===== config.mk =====
export PLATFORM = sky130hd
export DESIGN_NAME = axi4_lite_write_slave_regs_flat
export DESIGN_NICKNAME = d
export VERILOG_FILES = /design/src/rtl/axi4_lite_write_slave_regs_if.sv /design/src/rtl/axi4_lite_write_slave_regs.sv /design/src/flat_wrapper.sv
export SDC_FILE = /design/constraint.sdc
export NUM_CORES = 1
export LEC_CHECK = 0
export ABC_AREA = 1
export ABC_CLOCK_PERIOD_IN_PS = 2400
export CORE_MARGIN = 5
export CORE_UTILIZATION = 55
export CTS_CLUSTER_SIZE = 8
export DETAILED_ROUTE_END_ITERATION = 7
export MAX_ROUTING_LAYER = met4
export PLACE_DENSITY = 0.72
export SLEW_MARGIN = 10
export SYNTH_ARGS = -nofsm -noshare
export SYNTH_HDL_FRONTEND = slang
export SYNTH_SLANG_ARGS = --single-unit

===== constraint.sdc =====
create_clock -name clk -period 2.4 [get_ports clk]
set_clock_uncertainty 0.1 [all_clocks]
set_input_delay 0.48 -clock clk [delete_from_list [all_inputs] [get_ports clk]]
set_output_delay 0.48 -clock clk [all_outputs]
set_load 0.005 [all_outputs]

===== src/rtl/axi4_lite_write_slave_regs_if.sv =====
// AXI4-Lite write-channel bundle (AW, W and B channels).
// The master drives the address, data, strobes, valids and BREADY.
// The slave drives AWREADY, WREADY, BRESP and BVALID.
interface axi4_lite_write_slave_regs_if #(
    parameter int ADDR_WIDTH = 32,
    parameter int DATA_WIDTH = 32
);
    logic [ADDR_WIDTH-1:0]   S_AXI_AWADDR;
    logic                    S_AXI_AWVALID;
    logic                    S_AXI_AWREADY;
    logic [DATA_WIDTH-1:0]   S_AXI_WDATA;
    logic [DATA_WIDTH/8-1:0] S_AXI_WSTRB;
    logic                    S_AXI_WVALID;
    logic                    S_AXI_WREADY;
    logic [1:0]              S_AXI_BRESP;
    logic                    S_AXI_BVALID;
    logic                    S_AXI_BREADY;

    modport master (
        output S_AXI_AWADDR, S_AXI_AWVALID, S_AXI_WDATA, S_AXI_WSTRB,
               S_AXI_WVALID, S_AXI_BREADY,
        input  S_AXI_AWREADY, S_AXI_WREADY, S_AXI_BRESP, S_AXI_BVALID
    );

    modport slave (
        input  S_AXI_AWADDR, S_AXI_AWVALID, S_AXI_WDATA, S_AXI_WSTRB,
               S_AXI_WVALID, S_AXI_BREADY,
        output S_AXI_AWREADY, S_AXI_WREADY, S_AXI_BRESP, S_AXI_BVALID
    );
endinterface


===== src/rtl/axi4_lite_write_slave_regs.sv =====
// AXI4-Lite write slave terminating AW/W/B into NUM_REGS 32-bit registers.
// Ports:
//   clk, rst_n   : clock, asynchronous active-low reset
//   s_axi        : AXI4-Lite write channels (slave modport)
//   rd_index     : local read select; rd_data is regs[rd_index] (combinational)
//   wr_pulse     : one-cycle pulse after each successful register update
//   wr_index     : register index written, valid while wr_pulse
//   err_count    : saturating count of SLVERR responses
//
// state   | meaning
// --------+--------------------------------------------------------------
// ST_IDLE | readies follow AWVALID & WVALID; joint handshake decodes/writes
// ST_RESP | BVALID high with the registered BRESP until BREADY is seen
module axi4_lite_write_slave_regs #(
    parameter int                    ADDR_WIDTH = 32,
    parameter int                    DATA_WIDTH = 32,
    parameter int                    NUM_REGS   = 16,
    parameter logic [ADDR_WIDTH-1:0] BASE_ADDR  = '0,
    localparam int                   IDX_W      = $clog2(NUM_REGS)
) (
    input  logic                  clk,
    input  logic                  rst_n,
    axi4_lite_write_slave_regs_if.slave s_axi,
    input  logic [IDX_W-1:0]      rd_index,
    output logic [DATA_WIDTH-1:0] rd_data,
    output logic                  wr_pulse,
    output logic [IDX_W-1:0]      wr_index,
    output logic [15:0]           err_count
);
    localparam logic [1:0] RESP_OKAY   = 2'b00;
    localparam logic [1:0] RESP_SLVERR = 2'b10;

    typedef enum logic [1:0] {
        ST_IDLE = 2'd0,
        ST_RESP = 2'd1
    } state_e;

    state_e                state_q, state_d;
    logic [DATA_WIDTH-1:0] regs_q [NUM_REGS];
    logic [DATA_WIDTH-1:0] regs_d [NUM_REGS];
    logic                  bvalid_q, bvalid_d;
    logic [1:0]            bresp_q, bresp_d;
    logic                  wr_pulse_q, wr_pulse_d;
    logic [IDX_W-1:0]      wr_index_q, wr_index_d;
    logic [15:0]           err_count_q, err_count_d;

    logic                  handshake;
    logic [ADDR_WIDTH-1:0] off;
    logic                  addr_ok;
    logic [IDX_W-1:0]      idx;

    // Both readies are the same signal: AW or W alone is never accepted.
    assign handshake           = (state_q == ST_IDLE) & s_axi.S_AXI_AWVALID & s_axi.S_AXI_WVALID;
    assign s_axi.S_AXI_AWREADY = handshake;
    assign s_axi.S_AXI_WREADY  = handshake;
    assign s_axi.S_AXI_BVALID  = bvalid_q;
    assign s_axi.S_AXI_BRESP   = bresp_q;

    // Offset wraps at ADDR_WIDTH; the explicit >= BASE_ADDR test rejects
    // addresses below the window that would otherwise wrap into range.
    assign off     = s_axi.S_AXI_AWADDR - BASE_ADDR;
    assign addr_ok = (s_axi.S_AXI_AWADDR >= BASE_ADDR) && (off[1:0] == 2'b00) &&
                     ((off >> 2) < ADDR_WIDTH'(NUM_REGS));
    assign idx     = off[2 +: IDX_W];

    assign rd_data   = regs_q[rd_index];
    assign wr_pulse  = wr_pulse_q;
    assign wr_index  = wr_index_q;
    assign err_count = err_count_q;

    always_comb begin
        state_d     = state_q;
        regs_d      = regs_q;
        bvalid_d    = bvalid_q;
        bresp_d     = bresp_q;
        wr_pulse_d  = 1'b0;
        wr_index_d  = wr_index_q;
        err_count_d = err_count_q;
        case (state_q)
            ST_IDLE: begin
                if (handshake) begin
                    state_d  = ST_RESP;
                    bvalid_d = 1'b1;
                    if (addr_ok) begin
                        for (int b = 0; b < DATA_WIDTH/8; b++) begin
                            if (s_axi.S_AXI_WSTRB[b]) begin
                                regs_d[idx][8*b +: 8] = s_axi.S_AXI_WDATA[8*b +: 8];
                            end
                        end
                        // Pulses even with WSTRB == 0 so software sees every accepted write.
                        wr_pulse_d = 1'b1;
                        wr_index_d = idx;
                        bresp_d    = RESP_OKAY;
                    end else begin
                        bresp_d = RESP_SLVERR;
                        if (err_count_q != 16'hFFFF) begin
                            err_count_d = err_count_q + 16'd1;
                        end
                    end
                end
            end
            ST_RESP: begin
                if (s_axi.S_AXI_BREADY) begin
                    state_d  = ST_IDLE;
                    bvalid_d = 1'b0;
                end
            end
            default: begin
                state_d  = ST_IDLE;
                bvalid_d = 1'b0;
            end
        endcase
    end

    always_ff @(posedge clk or negedge rst_n) begin
        if (!rst_n) begin
            state_q     <= ST_IDLE;
            for (int i = 0; i < NUM_REGS; i++) begin
                regs_q[i] <= '0;
            end
            bvalid_q    <= 1'b0;
            bresp_q     <= RESP_OKAY;
            wr_pulse_q  <= 1'b0;
            wr_index_q  <= '0;
            err_count_q <= '0;
        end else begin
            state_q     <= state_d;
            regs_q      <= regs_d;
            bvalid_q    <= bvalid_d;
            bresp_q     <= bresp_d;
            wr_pulse_q  <= wr_pulse_d;
            wr_index_q  <= wr_index_d;
            err_count_q <= err_count_d;
        end
    end
endmodule


===== src/flat_wrapper.sv =====
// flat-port wrapper written by rule: the top's interface ports become plain ports
module axi4_lite_write_slave_regs_flat 
#(
    parameter int                    ADDR_WIDTH = 32,
    parameter int                    DATA_WIDTH = 32,
    parameter int                    NUM_REGS   = 16,
    parameter logic [ADDR_WIDTH-1:0] BASE_ADDR  = '0,
    localparam int                   IDX_W      = $clog2(NUM_REGS)
)
  (clk, rst_n, rd_index, rd_data, wr_pulse, wr_index, err_count, s_axi_S_AXI_AWADDR, s_axi_S_AXI_AWVALID, s_axi_S_AXI_WDATA, s_axi_S_AXI_WSTRB, s_axi_S_AXI_WVALID, s_axi_S_AXI_BREADY, s_axi_S_AXI_AWREADY, s_axi_S_AXI_WREADY, s_axi_S_AXI_BRESP, s_axi_S_AXI_BVALID);
  axi4_lite_write_slave_regs_if #(.ADDR_WIDTH(ADDR_WIDTH), .DATA_WIDTH(DATA_WIDTH)) s_axi_i ();
  input  logic clk;
  input  logic rst_n;
  input  logic [IDX_W-1:0] rd_index;
  output logic [DATA_WIDTH-1:0] rd_data;
  output logic wr_pulse;
  output logic [IDX_W-1:0] wr_index;
  output logic [15:0] err_count;
  input wire logic [$bits(s_axi_i.S_AXI_AWADDR)-1:0] s_axi_S_AXI_AWADDR;
  input wire logic [$bits(s_axi_i.S_AXI_AWVALID)-1:0] s_axi_S_AXI_AWVALID;
  input wire logic [$bits(s_axi_i.S_AXI_WDATA)-1:0] s_axi_S_AXI_WDATA;
  input wire logic [$bits(s_axi_i.S_AXI_WSTRB)-1:0] s_axi_S_AXI_WSTRB;
  input wire logic [$bits(s_axi_i.S_AXI_WVALID)-1:0] s_axi_S_AXI_WVALID;
  input wire logic [$bits(s_axi_i.S_AXI_BREADY)-1:0] s_axi_S_AXI_BREADY;
  output wire logic [$bits(s_axi_i.S_AXI_AWREADY)-1:0] s_axi_S_AXI_AWREADY;
  output wire logic [$bits(s_axi_i.S_AXI_WREADY)-1:0] s_axi_S_AXI_WREADY;
  output wire logic [$bits(s_axi_i.S_AXI_BRESP)-1:0] s_axi_S_AXI_BRESP;
  output wire logic [$bits(s_axi_i.S_AXI_BVALID)-1:0] s_axi_S_AXI_BVALID;
  assign s_axi_i.S_AXI_AWADDR = s_axi_S_AXI_AWADDR;
  assign s_axi_i.S_AXI_AWVALID = s_axi_S_AXI_AWVALID;
  assign s_axi_i.S_AXI_WDATA = s_axi_S_AXI_WDATA;
  assign s_axi_i.S_AXI_WSTRB = s_axi_S_AXI_WSTRB;
  assign s_axi_i.S_AXI_WVALID = s_axi_S_AXI_WVALID;
  assign s_axi_i.S_AXI_BREADY = s_axi_S_AXI_BREADY;
  assign s_axi_S_AXI_AWREADY = s_axi_i.S_AXI_AWREADY;
  assign s_axi_S_AXI_WREADY = s_axi_i.S_AXI_WREADY;
  assign s_axi_S_AXI_BRESP = s_axi_i.S_AXI_BRESP;
  assign s_axi_S_AXI_BVALID = s_axi_i.S_AXI_BVALID;
  axi4_lite_write_slave_regs #(.ADDR_WIDTH(ADDR_WIDTH), .DATA_WIDTH(DATA_WIDTH), .NUM_REGS(NUM_REGS), .BASE_ADDR(BASE_ADDR)) u_core (.clk(clk), .rst_n(rst_n), .s_axi(s_axi_i), .rd_index(rd_index), .rd_data(rd_data), .wr_pulse(wr_pulse), .wr_index(wr_index), .err_count(err_count));
endmodule

Fig. 1: signal wires on met2
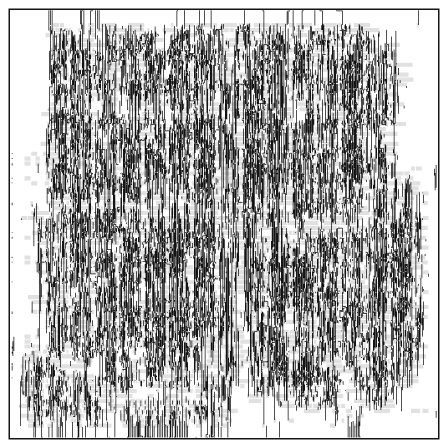
main direction: vertical
share of all routed wire: 46%
nets with wire on the layer: 2992
wire length on this layer: 43.0 mm

==> impl_results.rst <==
Metrics
=======

.. list-table::
   :header-rows: 1

   * - Metric
     - Value
   * - Min Clock Period, post-route
     - ~2.5 ns
   * - Status
     - finished with violations
   * - ClkCell Share
     - 0.0586
   * - Number of setup violations in the final report
     - 10
   * - Comb power frac
     - 0.112
   * - Die area
     - 55400 µm²
   * - Signed area change from the synthesized netlist to the final layout
     - 22.4%
   * - Hold buffer count at cts
     - 1
   * - P_sw
     - 5.36 mW
   * - H-Tree Depth
     - 3
   * - Multi-input logic cell count
     - around 2700
   * - Post-synth top area cell
     - dfrtp_1
   * - Min setup slack post-route
     - -0.107 ns
   * - FFs w/ async S/R, synth
     - 1.00
   * - Count of inverters other than clock inverters in the layout
     - roughly 41
   * - Biggest combinational cell group after synthesis
     - simple AND/OR/NAND/NOR gates
   * - Most used DFF post-synth
     - dfrtp_1
   * - Number of global-route vias before repair
     - 26900
   * - Violations in the final reports
     - setup timing
   * - GRT Util Overall
     - 0.336
   * - Path length in cells of the critical path
     - 12
   * - Simple-Gate Area Share
     - 0.369
   * - Final count of pins violating max slew
     - 0
   * - Multiplexer share of the synthesized area
     - 0
   * - Routability cong.
     - roughly 0.95
Fig. 2: selected gate families
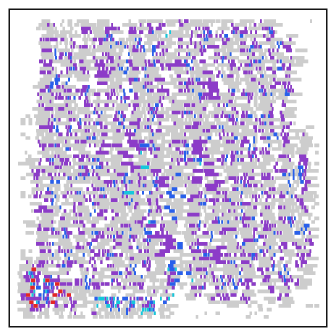
| colour | family | cells |
|---|---|---|
| cyan | inverters | 41 |
| blue | NOR gates | 442 |
| red | XOR/XNOR gates | 12 |
| purple | NAND gates | 1777 |

Power figures rest on the tool's default switching activity, not on a simulated workload.
